==> run_1/floorplan.png <==
The bar under the picture is 10 µm long. Pins as bars on the die edge.
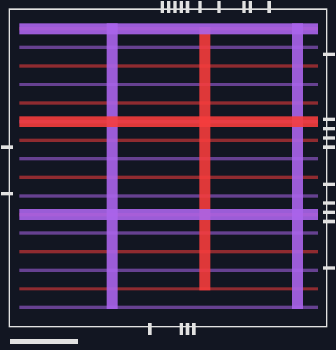
==> run_1/class_map.png <==
Fill, decap, tap and diode cells in grey.
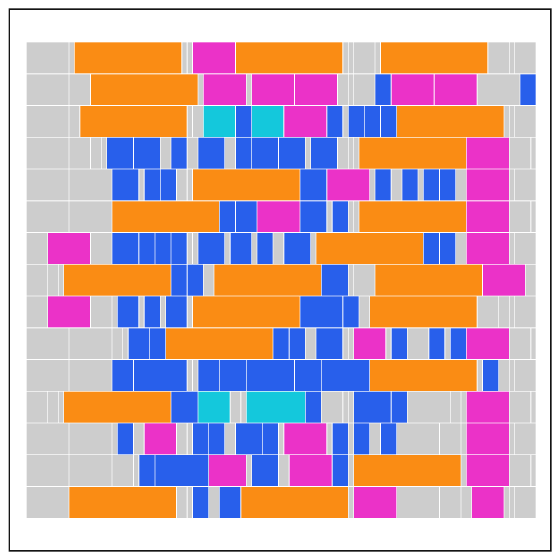
==> run_1/clock_wires.png <==
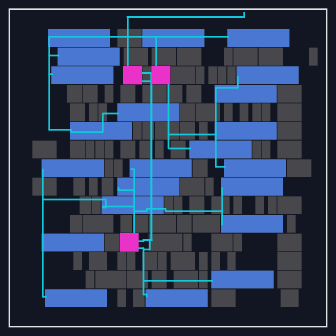
### config.mk
export PLATFORM = sky130hd
export DESIGN_NAME = sipo_receiver_flat
export DESIGN_NICKNAME = d
export VERILOG_FILES = /design/src/rtl/sipo_receiver_if.sv /design/src/rtl/sipo_receiver.sv /design/src/flat_wrapper.sv
export SDC_FILE = /design/constraint.sdc
export NUM_CORES = 1
export LEC_CHECK = 0
export ABC_AREA = 1
export CORE_UTILIZATION = 50
export CTS_CLUSTER_DIAMETER = 120
export DETAILED_ROUTE_END_ITERATION = 10
export PLACE_DENSITY = 0.9
export SLEW_MARGIN = 0
export SYNTH_ARGS = -nofsm -noshare
export SYNTH_HDL_FRONTEND = slang
export SYNTH_SLANG_ARGS = --single-unit
### constraint.sdc
create_clock -name clk -period 2.1 [get_ports clk]
set_clock_uncertainty 0.15 [all_clocks]
set_input_delay 0.315 -clock clk [delete_from_list [all_inputs] [get_ports clk]]
set_output_delay 0.315 -clock clk [all_outputs]
set_load 0.02 [all_outputs]
### src/rtl/sipo_receiver_if.sv
// Bus bundle for sipo_receiver: serial strobe/data/sync inputs plus the
// buffered word, its valid/ready handshake and the status flags.
interface sipo_receiver_if #(
    parameter int WIDTH = 8
);
    logic             enable;
    logic             serial_in;
    logic             sync;
    logic             data_ready;
    logic [WIDTH-1:0] shift_reg;
    logic [WIDTH-1:0] data_out;
    logic             data_valid;
    logic             overrun;
    logic             busy;
    logic             parity_err;

    modport master (
        output enable, serial_in, sync, data_ready,
        input  shift_reg, data_out, data_valid, overrun, busy, parity_err
    );

    modport slave (
        input  enable, serial_in, sync, data_ready,
        output shift_reg, data_out, data_valid, overrun, busy, parity_err
    );
endinterface

### src/rtl/sipo_receiver.sv
// Serial-in parallel-out receiver, MSB first, with a one-entry valid/ready buffer.
// Define PARITY_CHECK_EN to append a trailing even-parity bit to every frame.
module sipo_receiver #(
    parameter int WIDTH = 8
) (
    input  logic            clk,
    input  logic            reset,
    sipo_receiver_if.slave  bus
);
`ifdef PARITY_CHECK_EN
    localparam int FRAME_LEN = WIDTH + 1;
`else
    localparam int FRAME_LEN = WIDTH;
`endif
    localparam int CW = $clog2(WIDTH + 1);

    logic [WIDTH-1:0] shift_reg;
    logic [CW-1:0]    bit_cnt;
    logic [WIDTH-1:0] data_out;
    logic             data_valid;
    logic             overrun;
    logic             last_bit;
    logic             complete;
    logic             load;
    logic [WIDTH-1:0] word;

    assign last_bit = (bit_cnt == CW'(FRAME_LEN - 1));
    assign complete = bus.enable && !bus.sync && last_bit;
    assign load     = complete && (!data_valid || bus.data_ready);

`ifdef PARITY_CHECK_EN
    // The parity bit is never shifted in, so the word is already complete.
    assign word = shift_reg;
`else
    assign word = {shift_reg[WIDTH-2:0], bus.serial_in};
`endif

    always_ff @(posedge clk or negedge reset) begin
        if (!reset) begin
            shift_reg  <= '0;
            bit_cnt    <= '0;
            data_out   <= '0;
            data_valid <= 1'b0;
            overrun    <= 1'b0;
        end else begin
            if (bus.sync) begin
                shift_reg <= '0;
                bit_cnt   <= '0;
                overrun   <= 1'b0;
            end else if (bus.enable) begin
                if (last_bit) begin
                    shift_reg <= '0;
                    bit_cnt   <= '0;
                end else begin
                    shift_reg <= {shift_reg[WIDTH-2:0], bus.serial_in};
                    bit_cnt   <= bit_cnt + CW'(1);
                end
            end

            // A completing word either refills the buffer or is dropped as overrun.
            if (complete) begin
                if (load) begin
                    data_out   <= word;
                    data_valid <= 1'b1;
                end else begin
                    overrun    <= 1'b1;
                end
            end else if (data_valid && bus.data_ready) begin
                data_valid <= 1'b0;
            end
        end
    end

`ifdef PARITY_CHECK_EN
    logic parity_err;

    always_ff @(posedge clk or negedge reset) begin
        if (!reset)
            parity_err <= 1'b0;
        else if (load)
            parity_err <= (^word) ^ bus.serial_in;
    end

    assign bus.parity_err = parity_err;
`else
    assign bus.parity_err = 1'b0;
`endif

    assign bus.shift_reg  = shift_reg;
    assign bus.data_out   = data_out;
    assign bus.data_valid = data_valid;
    assign bus.overrun    = overrun;
    assign bus.busy       = (bit_cnt != '0);
endmodule
### src/flat_wrapper.sv
// flat-port wrapper written by rule: the top's interface ports become plain ports
module sipo_receiver_flat 
#(
    parameter int WIDTH = 8
)
  (clk, reset, bus_enable, bus_serial_in, bus_sync, bus_data_ready, bus_shift_reg, bus_data_out, bus_data_valid, bus_overrun, bus_busy, bus_parity_err);
  sipo_receiver_if #(.WIDTH(WIDTH)) bus_i ();
  input  logic clk;
  input  logic reset;
  input wire logic [$bits(bus_i.enable)-1:0] bus_enable;
  input wire logic [$bits(bus_i.serial_in)-1:0] bus_serial_in;
  input wire logic [$bits(bus_i.sync)-1:0] bus_sync;
  input wire logic [$bits(bus_i.data_ready)-1:0] bus_data_ready;
  output wire logic [$bits(bus_i.shift_reg)-1:0] bus_shift_reg;
  output wire logic [$bits(bus_i.data_out)-1:0] bus_data_out;
  output wire logic [$bits(bus_i.data_valid)-1:0] bus_data_valid;
  output wire logic [$bits(bus_i.overrun)-1:0] bus_overrun;
  output wire logic [$bits(bus_i.busy)-1:0] bus_busy;
  output wire logic [$bits(bus_i.parity_err)-1:0] bus_parity_err;
  assign bus_i.enable = bus_enable;
  assign bus_i.serial_in = bus_serial_in;
  assign bus_i.sync = bus_sync;
  assign bus_i.data_ready = bus_data_ready;
  assign bus_shift_reg = bus_i.shift_reg;
  assign bus_data_out = bus_i.data_out;
  assign bus_data_valid = bus_i.data_valid;
  assign bus_overrun = bus_i.overrun;
  assign bus_busy = bus_i.busy;
  assign bus_parity_err = bus_i.parity_err;
  sipo_receiver #(.WIDTH(WIDTH)) u_core (.clk(clk), .reset(reset), .bus(bus_i));
endmodule
==> git commit body, run 1 <==
Log flow metrics for this revision

- Run status: completed
* Maximum count of clock buffers along a single path: 2
* Fraction of layout cells with a size suffix above 1: 12.9%
* Biggest area consumer among synthesized cells: dfrtp_1
* VDD IR-drop max: 460 µV
* Hold-fix buffer count after cts: 0
* Post-synth top area share: 56.2%
* Setup repair after global routing missed its margin: false
- Largest delay contributor family on the critical path: buffers and inverters
- Post-synthesis instance total: 105
- Leakage power summed over all cells: 0.618 nW
- Worst setup EP type: primary output
* Setup TNS: 0 ns
- Yosys mapped a number of flops with a built-in enable equal to 0.
- Number of iterations in the first detailed-routing pass: 4
- By area the synthesized netlist is led by dfrtp_1, nand2_1, nand4_1.
* Core region area: 1780 µm²
- The most critical setup path has its startpoint at u_core.bit_cnt[1].
- Clock slew seen by the registers of the worst setup and hold paths: 0.12 ns
- The synthesis run identifies the leading combinational cell family as simple AND/OR/NAND/NOR gates.
- The number of global-route vias before repair is 754.
- The timing report lists the critical path depth as 4 cells.
- Hold_ws: 0.184 ns
* Max-slew violations: 0
- Layout overhead on the synthesized area: 30.4%
- Per the Yosys statistics, synthesis produced 105 cells.
- Largest net degree at the start of global routing: 23
Notes on floorplan.png above:
red -> VDD
purple -> VSS
rows = 15
met5 straps = 3
met1 rails = 16

Notes on class_map.png above:
blue -> remaining logic cells  # cells 79
orange -> registers  # cells 22
cyan -> clock drivers and dummy loads  # cells 4
magenta -> remaining buffers and delay cells  # cells 27
flop share of the area: 43.1%
total non-filler cell area in the finished layout: 1280 µm²

Notes on clock_wires.png above:
blue -> flip-flops  # count 22
cyan -> clock wires  # length 247 µm
magenta -> clock-net drivers  # count 3
routed clock nets = 4
share of power burned in the clock network: 31.9%
Latency at later pin: 0.31 ns
clock group total power: 236 µW

==> run 1: worst max-delay path by stage <==
stage / slack (ns) / to
2_1_floorplan: 0.78 / u_core.bit_cnt[3]
3_3_place_gp: 0.34 / bus_busy
3_5_place_dp: 0.30 / bus_busy
4_1_cts: 0.27 / bus_busy
5_1_grt: 0.16 / bus_busy
6_report: 0.24 / bus_busy
==> run 1: worst reg2reg max path, stage by stage (launching register included) <==
cell and delay, ns:
dfrtp_1 0.37, buf_4 0.13, ha_1 0.22, nand2_2 0.10
nor2_4 0.26, nand3_2 0.21, nand2_1 0.12, nand2_1 0.05
==> run 1: final cells by class <==
class | instances | area (µm²) | area share, %
repair buffers | 27 | 262 | 20.5
well taps | 25 | 31.3 | 2.45
flip-flops and latches | 22 | 551 | 43.1
inverters | 15 | 56.3 | 4.41
multi-input cells | 64 | 342 | 26.7
clock buffers | 4 | 36.3 | 2.84
==> run 1: kinds of logic after synthesis <==
logic type	Yosys count
AND-OR/OR-AND	12
adder cells (fa/ha/maj)	2
buffers and inverters	19
flip-flops	22
other	1
AND/OR/NAND/NOR	49
==> run 1: layer usage <==
metal	track usage [%]	vias to the layer above	part of all wire [%]
li1	-	400	-
met1	28.2	386	41
met2	37.7	33	52
met3	4.71	4	5.1
met4	9.41	0	1.6
met5	0	-	0
==> run 1: power breakdown <==
| group | switching [mW] | leakage (nW) | internal (mW) |
|---|---|---|---|
| Combinational | 0.0426 | 0.292 | 0.0272 |
| Clock | 0.130 | 0.0210 | 0.106 |
| Sequential | 0.00506 | 0.305 | 0.429 |
==> run 1: timing repair <==
action,in CTS,in global routing
endpoints found under the setup margin,1,0
setup buffers,1,0
resized,1,0
==> run 1: layout by cell type, fill, tap and decap left out <==
cell type	count
o21ai_1	1
o21ai_2	1
o22ai_1	7
o21ai_0	3
nor2_2	1
dfrtp_1	22
conb_1	1
clkbuf_4	3
nor2_1	2
nand2_2	2
inv_2	3
nand2_1	28
inv_1	12
buf_4	3
nor2_4	1
nand3_2	1
dlygate4sd2_1	1
nand3_1	4
nand2_4	1
ha_1	2
nand4_1	9
clkdlybuf4s50_1	23
clkbuf_8	1
==> run 1: metrics by stage <==
stage / power, mW / cells / util, %
2_1_floorplan: 0.477 / 105 / -
3_3_place_gp: 0.508 / 152 / 69.3
3_5_place_dp: 0.510 / 152 / 69.3
4_1_cts: 0.739 / 157 / 71.6
5_1_grt: 0.770 / 157 / 71.6
6_report: 0.740 / 157 / 71.6
## Run 2: what changed since run 1
--- a/config.mk
+++ b/config.mk
@@ -6,6 +6,7 @@
 export NUM_CORES = 1
 export LEC_CHECK = 0
 export ABC_AREA = 1
+export CORE_MARGIN = 2
 export CORE_UTILIZATION = 50
 export CTS_CLUSTER_DIAMETER = 120
 export DETAILED_ROUTE_END_ITERATION = 10
==> constraint.sdc (replaced) <==
create_clock -name clk -period 2.1 [get_ports clk]
set_clock_uncertainty 0.15 [all_clocks]
set_input_delay 0.42 -clock clk [delete_from_list [all_inputs] [get_ports clk]]
set_output_delay 0.42 -clock clk [all_outputs]
set_load 0.02 [all_outputs]
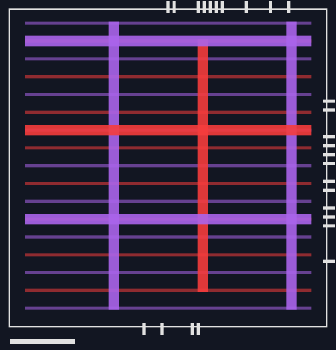
(run_2/floorplan.png)
The bar under the picture is 10 µm long. Pins as bars on the die edge.
red -> VDD
purple -> VSS
met1 rails = 17
signal pins = 26
met4 straps = 3
met5 straps = 3

==> git commit body, run 2 <==
Log flow metrics for this revision

* Layout overhead on the synthesized area: 29.9%
- Largest net degree at the start of global routing: 23
- Fraction of layout cells with a size suffix above 1: 12.2%
- Tally of unique sky130hd cells used after synthesis: 21
- On the reported timing paths, the clock transition at the registers reads 0.12 ns.
- In the post-synthesis netlist, the biggest area contributors are dfrtp_1, nand2_1, nand4_1.
* Horizontal die size: 48.3 µm
- Maximum count of clock buffers along a single path: 2
* Most common logic cells in the final layout: nand2_1, clkdlybuf4s50_1, dfrtp_1
- Detailed placement HPWL: 1.61 mm
- TritonCTS built the clock tree.
- In the synthesized netlist, the number of instances is 105.
* Net Switching: 174 µW
- Total GRT Usage: 19.3%
- Biggest area consumer among synthesized cells: dfrtp_1
- Setup repair after global routing left no endpoint under its margin.
- Cell internal power was estimated by the tool at 560 µW.
* Vias in the first global route: 722
* Post-synth top area share: 56.2%
- Worst hold-check path type: in2async
- Layout Utilization: 66.9%
- STA classifies the critical path endpoint as a primary output.
- Switching share of power: 23.7%
* Setup TNS: 0 ns
- Count of library flops with an enable pin: 0
* Setup Fix Bufs, Post-CTS: 0
- Endpoints failing hold in the final report were tallied at 0.
* Hold-fix buffer count after cts: 0
- VDD IR-drop max: 395 µV
- Run status: completed
- Yosys stat counts 105 cells in the synthesized netlist.
* Final Wtd Congestion: 0.733
* Power share of the combinational group: 9.1%
* Sequential power share: 59.3%
- Max Cap Viol: 0
- According to the timing report, the arrival time at the worst endpoint equals 1.44 ns.
- Total power for the finished layout comes to 735 µW.
- The launch point of the critical path was reported as u_core.bit_cnt[0].
- Leakage power summed over all cells: 0.613 nW
- In the final routed layout, each cell accounts on average for 13.3 µm.
- Max-slew violations: 0
* Core region area: 1900 µm²
* Number of iterations in the first detailed-routing pass: 4
* Floorplan row count: 16
- Most frequently placed logic cell in the final layout: nand2_1
* Die height: 48.3 µm
- The skew report gives the latency at the later pin of the worst-skew pair as 0.31 ns.
* Floorplan Nets: 113
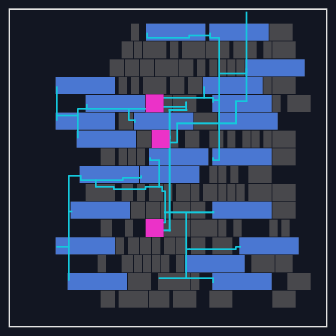
(run_2/clock_wires.png)
cyan -> clock wires  # length 234 µm
magenta -> clock-net drivers  # count 3
blue -> flip-flops  # count 22
routed clock nets = 4
clock group total power: 232 µW
share of power burned in the clock network: 31.6%

## run 2: timing repair
| action | 4_1_cts | 5_1_grt |
|---|---|---|
| resized | 1 | 0 |
| endpoints found under the setup margin | 1 | 0 |
| hold endpoints to repair | 0 | 0 |
## run 2: logic make-up after synthesis
group	synth area share (%)
and+or+nand+nor	24.5
DFF	56.2
buffers and inverters	8.94
AOI/OAI and AO/OA	7.41
adders and majority gates	2.55
other	0.383
## run 2: worst paths after layout
kind,to,slack (ns),depth (start not counted)
hold reg to reg,u_core.bus.data_out[4],0.34,2
min in group clk,u_core.bus.data_out[4],0.34,2
setup reg to reg,u_core.bus.data_out[1],0.43,6
hold / removal,u_core.bus.data_out[0],0.28,2
setup / recovery,bus_busy,0.09,4
max in group asynchronous,u_core.bus.shift_reg[4],1.31,2
## run 2: final cells by class
type                            count  area, µm²
Clock buffer                        4       36.3
Fill cell                         140        629
Inverter                           15       56.3
Multi-Input combinational cell     64        342
Sequential cell                    22        551
Tap cell                           27       33.8
Timing Repair Buffer               26        254
## run 2: power by group through the flow
stage                     logic, mW  clock network, mW  registers, mW
final                        0.0667              0.232          0.436
after global routing         0.0736              0.246          0.437
after CTS                    0.0675              0.233          0.436
after floorplan              0.0313                  0          0.446
after global placement       0.0651                  0          0.443
after detailed placement     0.0684                  0          0.444
## run 2: worst max-delay path: stages, from the launching register on
cell and delay (ns):
dfrtp_1 0.44, inv_1 0.07, ha_1 0.21, nand3_1 0.08
dlygate4sd2_1 0.33
## run 2: per-layer routing
layer | global-route usage [%] | part of all wire, %
met3 | 2.22 | 4.9
met1 | 24.0 | 41
met5 | 0 | 0
met2 | 34.7 | 53
met4 | 5.95 | 1.2
## run 2: per-stage QoR
stage	cell area (µm²)	std cells	hold WS, ns	setup WS [ns]
finish	1270	158	0.282	0.0909
global route	1270	158	0.312	0.0536
CTS	1270	158	0.294	0.0851
detailed placement	1240	154	0.315	0.174
global placement	1240	154	0.304	0.239
floorplan	980	105	-0.0256	0.733
Power and IR drop assume default switching activity.
